Fig. 1: run 1, nets reached from selected ports
The bar under the picture is 20 um long.
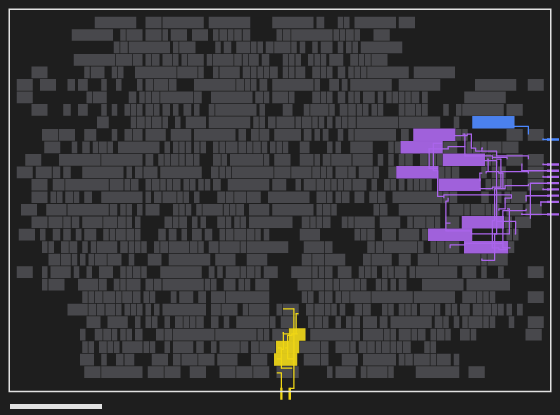
Fig. 2: run 1, sizing map
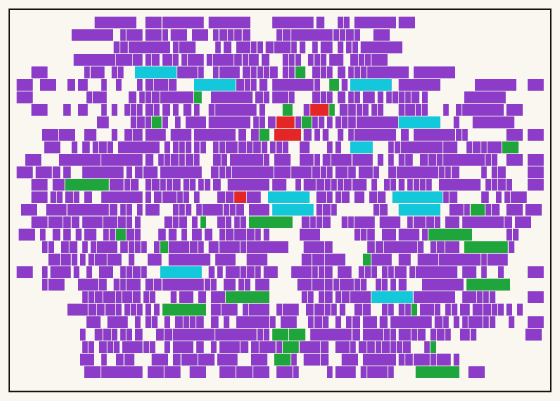
Fig. 3: run 1, placed cells, one colour a class
Fill, decap, tap and diode cells in grey.
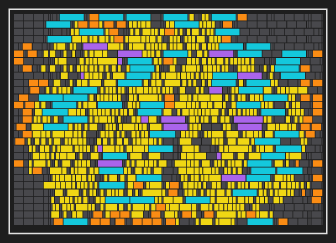
Fig. 4: run 1, placement view
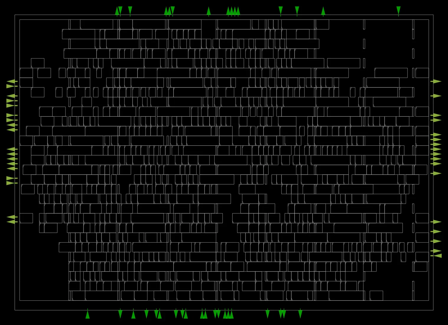
File: src/rtl/change_dispenser.sv
// Coin payout unit: captures a change request, greedily breaks it into coins,
// tracks per-denomination inventory and drives the hopper eject handshake.
module change_dispenser #(
    parameter int unsigned D0         = 10,
    parameter int unsigned D1         = 5,
    parameter int unsigned D2         = 2,
    parameter int unsigned D3         = 1,
    parameter int unsigned INIT_COUNT = 20,
    parameter int unsigned TIMEOUT    = 255
) (
    input  logic       clk,
    input  logic       rst_n,
    input  logic       return_change,
    input  logic [7:0] change_value,
    input  logic       eject_ready,
    input  logic       refill_en,
    input  logic [1:0] refill_sel,
    input  logic [7:0] refill_qty,
    output logic       busy,
    output logic       eject_valid,
    output logic [1:0] eject_sel,
    output logic       done,
    output logic       short,
    output logic       fault,
    output logic [7:0] remaining,
    output logic [7:0] count0,
    output logic [7:0] count1,
    output logic [7:0] count2,
    output logic [7:0] count3
);

    localparam int unsigned W    = 8;
    localparam int unsigned SW   = 2;
    localparam int unsigned NDEN = 4;

    typedef enum logic [1:0] {
        IDLE   = 2'd0,
        SELECT = 2'd1,
        EJECT  = 2'd2,
        DONE   = 2'd3
    } state_t;

    state_t        state;
    state_t        state_next;
    logic [W-1:0]  remaining_next;
    logic [SW-1:0] sel_next;
    logic          short_flag;
    logic          short_flag_next;
    logic          fault_flag;
    logic          fault_flag_next;
    logic [W-1:0]  tmo_cnt;
    logic [W-1:0]  tmo_next;
    logic [W-1:0]  count_q    [NDEN];
    logic [W-1:0]  count_next [NDEN];
    logic [W-1:0]  denom      [NDEN];
    logic          pick_found_c;
    logic [SW-1:0] pick_sel_c;
    logic          handshake_c;

    assign denom[0] = W'(D0);
    assign denom[1] = W'(D1);
    assign denom[2] = W'(D2);
    assign denom[3] = W'(D3);

    assign count0 = count_q[0];
    assign count1 = count_q[1];
    assign count2 = count_q[2];
    assign count3 = count_q[3];

    assign handshake_c = (state == EJECT) && eject_ready;

    // Greedy pick: lowest index (largest coin) that fits and is in stock.
    always_comb begin
        pick_found_c = 1'b0;
        pick_sel_c   = '0;
        for (int i = NDEN - 1; i >= 0; i--) begin
            if ((denom[i] <= remaining) && (count_q[i] != '0)) begin
                pick_found_c = 1'b1;
                pick_sel_c   = SW'(i);
            end
        end
    end

    // Next-state and datapath updates.
    always_comb begin
        state_next      = state;
        remaining_next  = remaining;
        sel_next        = eject_sel;
        short_flag_next = short_flag;
        fault_flag_next = fault_flag;
        tmo_next        = tmo_cnt;
        case (state)
            IDLE: begin
                if (return_change) begin
                    remaining_next  = change_value;
                    short_flag_next = 1'b0;
                    fault_flag_next = 1'b0;
                    state_next      = SELECT;
                end
            end
            SELECT: begin
                if (remaining == '0) begin
                    state_next = DONE;
                end else if (!pick_found_c) begin
                    short_flag_next = 1'b1;
                    state_next      = DONE;
                end else begin
                    sel_next   = pick_sel_c;
                    tmo_next   = '0;
                    state_next = EJECT;
                end
            end
            EJECT: begin
                if (eject_ready) begin
                    remaining_next = remaining - denom[eject_sel];
                    state_next     = SELECT;
                end else if ((9'(tmo_cnt) + 9'd1) >= 9'(TIMEOUT)) begin
                    fault_flag_next = 1'b1;
                    state_next      = DONE;
                end else begin
                    tmo_next = tmo_cnt + W'(1);
                end
            end
            DONE: begin
                state_next = IDLE;
            end
            default: begin
                state_next = IDLE;
            end
        endcase
    end

    // Inventory: refill and handshake decrement combine, saturating at 255.
    always_comb begin
        logic [W:0] sum_c;
        sum_c = '0;
        for (int i = 0; i < NDEN; i++) begin
            sum_c = {1'b0, count_q[i]};
            if (handshake_c && (eject_sel == SW'(i))) begin
                sum_c = sum_c - (W+1)'(1);
            end
            if (refill_en && (refill_sel == SW'(i))) begin
                sum_c = sum_c + {1'b0, refill_qty};
            end
            count_next[i] = sum_c[W] ? '1 : sum_c[W-1:0];
        end
    end

    always_ff @(posedge clk or negedge rst_n) begin
        if (!rst_n) begin
            state       <= IDLE;
            remaining   <= '0;
            eject_sel   <= '0;
            short_flag  <= 1'b0;
            fault_flag  <= 1'b0;
            tmo_cnt     <= '0;
            busy        <= 1'b0;
            eject_valid <= 1'b0;
            done        <= 1'b0;
            short       <= 1'b0;
            fault       <= 1'b0;
            for (int i = 0; i < NDEN; i++) begin
                count_q[i] <= W'(INIT_COUNT);
            end
        end else begin
            state       <= state_next;
            remaining   <= remaining_next;
            eject_sel   <= sel_next;
            short_flag  <= short_flag_next;
            fault_flag  <= fault_flag_next;
            tmo_cnt     <= tmo_next;
            busy        <= (state_next != IDLE);
            eject_valid <= (state_next == EJECT);
            done        <= (state_next == DONE);
            short       <= (state_next == DONE) && short_flag_next;
            fault       <= (state_next == DONE) && fault_flag_next;
            for (int i = 0; i < NDEN; i++) begin
                count_q[i] <= count_next[i];
            end
        end
    end

endmodule

File: config.mk
export PLATFORM = sky130hd
export DESIGN_NAME = change_dispenser
export DESIGN_NICKNAME = d
export VERILOG_FILES = /design/src/rtl/change_dispenser.sv
export SDC_FILE = /design/constraint.sdc
export NUM_CORES = 1
export LEC_CHECK = 0
export ABC_AREA = 1
export CORE_ASPECT_RATIO = 0.7
export CORE_UTILIZATION = 55
export CTS_CLUSTER_SIZE = 16
export DETAILED_ROUTE_END_ITERATION = 6
export PLACE_DENSITY = 0.89
export RECOVER_POWER = 50
export SLEW_MARGIN = 40
export SYNTH_ARGS = -nofsm -noshare
export SYNTH_HDL_FRONTEND = slang
export SYNTH_SLANG_ARGS = --single-unit
File: constraint.sdc
create_clock -name clk -period 5.2 [get_ports clk]
set_clock_uncertainty 0.1 [all_clocks]
set_input_delay 1.56 -clock clk [delete_from_list [all_inputs] [get_ports clk]]
set_output_delay 1.56 -clock clk [all_outputs]
set_load 0.01 [all_outputs]
==> out/metrics.cfg, run 1 <==
[placed_design]
place_ws_ps=441.2

[cts]
path_clk_slew_ps=50
cts_resized=0
post-cts-setup-buffer-count=0
clockBufferDepth=2
cts_tree=done

[worst_hold_path]
holdPathStages=2
hp-start=short_flag

[power_and_ir_drop]
clkPwrFrac=0.159
p_int_uw=1988
p_sw_frac=0.4688
finalPower_uw=3742
p_leak_uw=0.003147

[die]
die_y_um=82.96
die-area_sq_mm=0.009761

[sta]
finalSetupViolCount=0
finalHoldWorstSlack_ps=428.6
drv_slew=62

[grt]
grt_max_degree=35
grtUsageMet1=0.4078
grt.busiest_layer=met2
grt_usage=0.3061

[run_status]
violations=max-capacitance violations, max-slew violations
status=finished, violations left

[layout]
stdcell_area_sq_mm=0.006264
drive_gt1_frac=0.05206
lay_top_count=nand2_1

[logic_synthesis]
ys_warn_count=0
synth_top_cell_by_count=nand2_1
ys_seq_frac=0.2886
postSynthAreaPerCell_sq_um=6.913
ys_top_logic_family=simple AND/OR/NAND/NOR gates
synthAdderAreaFrac=0.1215
ys_sh_xor=0.07313
ys_area_sq_mm=0.005150
synth-edff-count=0

[flow_run]
drv_cap=2

[detailed_routing]
antenna_left=0

[worst_setup_path]
cpMostUsedCell=nand2_1
cp_num_buf_inv=6
path_max_fanout=8
critical_path.cell_chain=dlygate4sd3_1 -> inv_1 -> nor2_2 -> nand3_1 -> inv_1 -> nand2_1 -> xor2_1 -> inv_1 -> ha_1 -> nand3_1 -> nand2_1 -> inv_1 -> o211ai_1 -> nand2_1 -> nand2_1 -> nand2_1 -> inv_2 -> o211ai_1
crit_cells=18
critPathKind=primary input to flop
r2r-end=count3[1]

-- Fig. 1 (at the start) --
- purple: count3 (bits 8; direction output; end cells 8; buffers 8; wire 275 um)
- yellow: refill_sel (bits 2; direction input; end cells 5; buffers 2; wire 53.2 um)
- blue: done (bits 1; direction output; end cells 1; buffers 1; wire 6.20 um)

-- Fig. 2 (at the start) --
- green: x2 (cells 28)
- red: x3 and x4 (cells 4)
- cyan: x6 and larger (cells 11)
- purple: x1 and smaller (cells 783)

-- Fig. 3 (at the start) --
- yellow: remaining logic cells (cells 681; share of their area 60%)
- orange: remaining buffers and delay cells (cells 70; share of their area 11%)
- purple: clock drivers and dummy loads (cells 16; share of their area 4.8%)
- cyan: registers (cells 59; share of their area 24%)

-- Fig. 4 (at the start) --
flop share of the area: 0.2373
Layout Cells excl Fill: 950
Layout fillers: 739
core footprint: 0.009071 sq mm

[run 1: sequential cells by signal (all words and copies together) (netlist names)]
name	flops
state	2
fault	1
short_flag	1
busy	1
count3	8
count1	8
done	1
remaining	8
eject_sel	2
tmo_cnt	8
fault_flag	1
count2	8
count0	8
eject_valid	1
short	1
[run 1: final cells by class]
| type | instances | area share |
|---|---|---|
| Clock inverter | 5 | 0.008390 |
| Clock buffer | 11 | 0.03875 |
| Timing Repair Buffer | 70 | 0.1099 |
| Sequential cell | 59 | 0.2373 |
| Inverter | 122 | 0.07311 |
| Multi-Input combinational cell | 559 | 0.5078 |
| Tap cell | 124 | 0.02477 |
==> run 1 -> run 2 <==
--- a/config.mk
+++ b/config.mk
@@ -16,3 +16,4 @@
 export SYNTH_ARGS = -nofsm -noshare
 export SYNTH_HDL_FRONTEND = slang
 export SYNTH_SLANG_ARGS = --single-unit
+export TNS_END_PERCENT = 10
Fig. 5: run 2, placement view
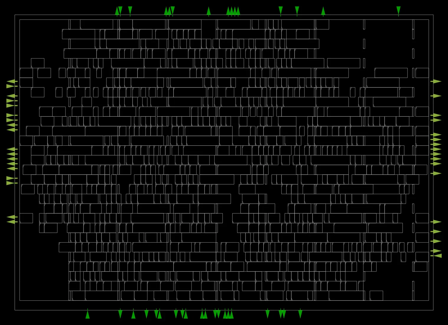
# Taps: 124
Flops: 59
FP Rows: 29
final core utilization: 0.6905

==> run 2 against run 1 <==
The run still ends with max-capacitance violations, max-slew violations left; cell count is the same; flip-flop count unchanged; utilization did not move; die area did not move; worst setup slack is the same; sequential share of layout area unchanged; non-clock buffer count unchanged; sequential power barely moved; synthesized cell count unchanged; critical path type unchanged; critical endpoint unchanged; largest cell class unchanged; largest power group unchanged; highest routed layer unchanged.
==> out/metrics.cfg, run 2 <==
[run_status]
status=finished, violations left
violations=max-capacitance violations, max-slew violations

[layout]
lay_top_count=nand2_1
sh_seq_area=0.2373  ; unchanged
buffers_excl_clock=70  ; unchanged
comb_area_frac=0.5078  ; unchanged
logic_gate_count=559  ; unchanged
inverters=122  ; unchanged
nClkBuffers=11  ; unchanged
drive_gt1_frac=0.05206  ; unchanged
clk_share=0.04714  ; unchanged
fin_cells=950  ; unchanged
largest_class=logic gates
layout_top_cells=nand2_1 (159), inv_1 (115), nor2_1 (91), nand3_1 (76), clkdlybuf4s50_1 (62)
fillers=739  ; unchanged
buffer_area_frac=0.1099  ; unchanged
stdcell_area_sq_mm=0.006264  ; unchanged

[logic_synthesis]
postSynthAreaPerCell_sq_um=6.913  ; unchanged
ys_top_logic_family=simple AND/OR/NAND/NOR gates
synth-edff-count=0  ; unchanged
ys_seq_frac=0.2886  ; unchanged
synth_top_cell_by_count=nand2_1
ys_sh_xor=0.07313  ; unchanged
ys_area_sq_mm=0.005150  ; unchanged
syn-num-nets=815

[placed_design]
place_ws_ps=441.2  ; unchanged

[power_and_ir_drop]
p_leak_uw=0.003147  ; unchanged
clkPwrFrac=0.159  ; about the same
p_int_uw=1988  ; unchanged
p_sw_frac=0.4688  ; unchanged

[cts]
cts_tree=done
clockBufferDepth=2  ; unchanged
path_clk_slew_ps=50  ; about the same
post-cts-setup-buffer-count=0  ; unchanged
cts_resized=0  ; unchanged

[die]
die-area_sq_mm=0.009761  ; unchanged
design.core.area_sq_mm=0.009071  ; unchanged

[flow_run]
drv_cap=2  ; unchanged

[detailed_routing]
antenna_left=0  ; unchanged

[worst_setup_path]
cp_num_buf_inv=6  ; unchanged
max_stage_delay_ps=660
critical_path.cell_chain=dlygate4sd3_1 -> inv_1 -> nor2_2 -> nand3_1 -> inv_1 -> nand2_1 -> xor2_1 -> inv_1 -> ha_1 -> nand3_1 -> nand2_1 -> inv_1 -> o211ai_1 -> nand2_1 -> nand2_1 -> nand2_1 -> inv_2 -> o211ai_1
cpMostUsedCell=nand2_1
path_max_fanout=8  ; unchanged
critPathKind=primary input to flop

[sta]
drv_slew=62  ; unchanged
finalHoldWorstSlack_ps=428.6  ; unchanged
finalSetupViolCount=0  ; unchanged

[grt]
grt_max_degree=35  ; unchanged

Fig. 6: run 2, metal layers overlaid
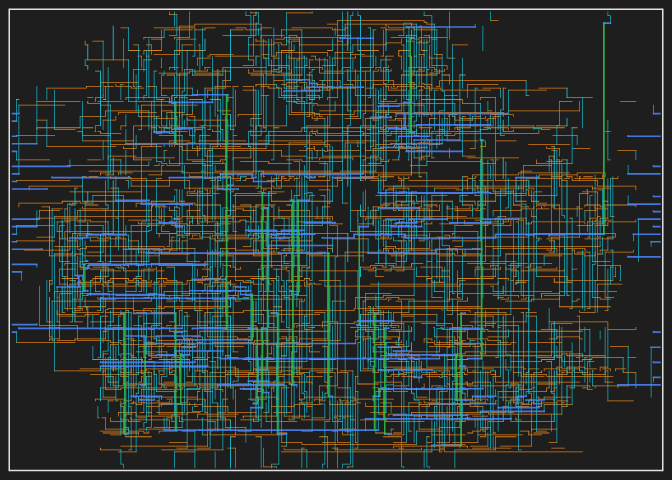
- green: M4 (wire length 478 um)
- blue: M3 (wire length 1,150 um)
- cyan: M2 (wire length 6,420 um)
- orange: M1 (wire length 6,270 um)

## run 2: cell counts after synthesis
No cell type changed its count.
## run 2: worst paths after layout
kind | start | endpoint | slack (ps) | cells after the start
setup / recovery | eject_ready | count2[7] | 610 | 18
hold / removal | short_flag | short_flag | 430 | 2
setup reg to reg | state[0] | count3[1] | 1640 | 18
hold reg to reg | short_flag | short_flag | 430 | 2
max in group asynchronous | rst_n | tmo_cnt[0] | 1190 | 2
min in group asynchronous | rst_n | count0[1] | 1490 | 1
## run 2: per-layer routing
metal	wire length [um]	GRT usage
met1	6270	0.4078
met3	1145	0.06250
met4	478	0.1387
met5	0	0
met2	6416	0.4807
Fig. 7: run 2, sizing map
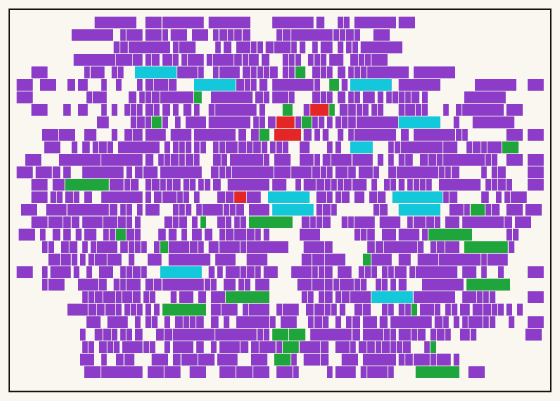

==> run 2 -> run 3 <==
--- a/config.mk
+++ b/config.mk
@@ -6,11 +6,14 @@
 export NUM_CORES = 1
 export LEC_CHECK = 0
 export ABC_AREA = 1
+export CELL_PAD_IN_SITES_DETAIL_PLACEMENT = 1
+export CELL_PAD_IN_SITES_GLOBAL_PLACEMENT = 2
 export CORE_ASPECT_RATIO = 0.7
-export CORE_UTILIZATION = 55
+export CORE_UTILIZATION = 34
+export CTS_BUF_LIST = sky130_fd_sc_hd__clkbuf_16
 export CTS_CLUSTER_SIZE = 16
 export DETAILED_ROUTE_END_ITERATION = 6
-export PLACE_DENSITY = 0.89
+export PLACE_DENSITY = 0.95
 export RECOVER_POWER = 50
 export SLEW_MARGIN = 40
 export SYNTH_ARGS = -nofsm -noshare
Fig. 8: run 3, sizing map
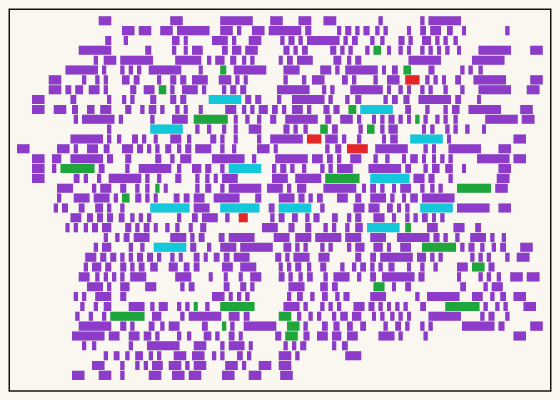
- red: x3 and x4 (cells 4)
- green: x2 (cells 26)
- cyan: x6 and larger (cells 12)
- purple: x1 and smaller (cells 785)

==> run 3 against run 2 <==
The run still ends with max-capacitance violations, max-slew violations left; total power grew 3.3%; via count shrank 4.2%; cell area grew 2.1%; synthesized cell count is the same; fmax shrank 0.86%; combinational power grew 2%; register-to-register slack lost 110 ps; die area grew 60%; non-clock buffer count grew 1; critical path type unchanged; critical endpoint is now count1[4].
==> out/metrics.cfg, run 3 <==
[flow_run]
drv_cap=2  ; unchanged

[cts]
path_clk_slew_ps=60  ; about the same
cts_resized=0  ; unchanged
cts_tree=done
clockBufferDepth=2  ; unchanged
post-cts-setup-buffer-count=0  ; unchanged

[logic_synthesis]
ys_area_sq_mm=0.005150  ; unchanged
synth_top_cell_by_count=nand2_1
postSynthAreaPerCell_sq_um=6.913  ; unchanged
syn-num-nets=815  ; unchanged
ys_top_logic_family=simple AND/OR/NAND/NOR gates
ys_sh_xor=0.07313  ; unchanged
synth-edff-count=0  ; unchanged

[die]
die-area_sq_mm=0.01565  ; +60%
taps=195  ; +57%
design.core.area_sq_mm=0.01472  ; +62%

[worst_setup_path]
reg2reg_from=state[1]
r2r-end=count3[1]
path_max_fanout=7  ; -1
critPathKind=primary input to flop
crit_start=eject_ready
reg2reg_slack_ps=1530  ; -110 ps

[power_and_ir_drop]
p_leak_uw=0.003171  ; +0.75%
clkPwrFrac=0.177  ; +0.018
p_sw_frac=0.4644  ; -0.004374

[worst_hold_path]
hold_end=short_flag
holdPathStages=2  ; unchanged
hp-start=short_flag

[sta]
finalSetupViolCount=0  ; unchanged
drv_slew=62  ; unchanged

[placed_design]
place_ws_ps=356.4  ; -84.71 ps

[run_status]
violations=max-capacitance violations, max-slew violations
status=finished, violations left

[grt]
grt_max_degree=33  ; -5.7%

[layout]
buffers_excl_clock=71  ; +1.4%
buffer_area_frac=0.1088  ; -0.001041
nClkBuffers=9  ; -2
logic_gate_count=559  ; unchanged
lay_top_count=nand2_1
clk_share=0.05206  ; +0.004922
flops=59  ; unchanged
stdcell_area_sq_mm=0.006392  ; +2.1%
fillers=1880  ; +150%
layout_top_cells=nand2_1 (159), inv_1 (116), nor2_1 (91), nand3_1 (76), clkdlybuf4s50_1 (62)
comb_area_frac=0.4968  ; -0.01102
fin_cells=1022  ; +7.6%
drive_gt1_frac=0.05079  ; -0.001272

Fig. 9: run 3, placement view
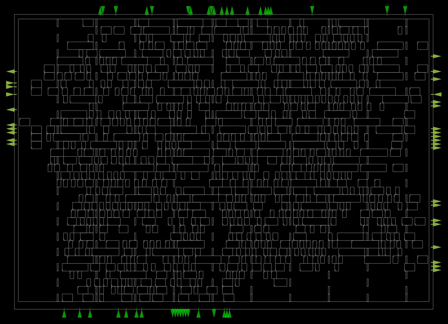
flop share of the area: 0.2325
final core utilization: 0.4342
FP Rows: 37

## run 3: routing by layer
| layer | GRT usage | vias to the layer above | share of wire |
|---|---|---|---|
| met5 | 0 | - | 0 |
| met4 | 0.05175 | 0 | 0.013 |
| met3 | 0.03668 | 17 | 0.032 |
| met2 | 0.3505 | 77 | 0.45 |
| met1 | 0.3276 | 2508 | 0.51 |
| li1 | - | 2574 | - |
## run 3: worst max-delay path: stages
cell and delay [ps]:
dlygate4sd3_1 640, inv_1 130, nor2_2 160, nand3_1 140, nor2_1 280, nand2_1 120
xor2_1 230, inv_1 100, ha_1 380, inv_1 60, o21bai_1 130, nand3_1 90
o211ai_1 130, nand2_1 90, nand2_1 90, nand2_1 70, inv_1 190, o21ai_0 170
Power figures rest on the tool's default switching activity, not on a simulated workload.
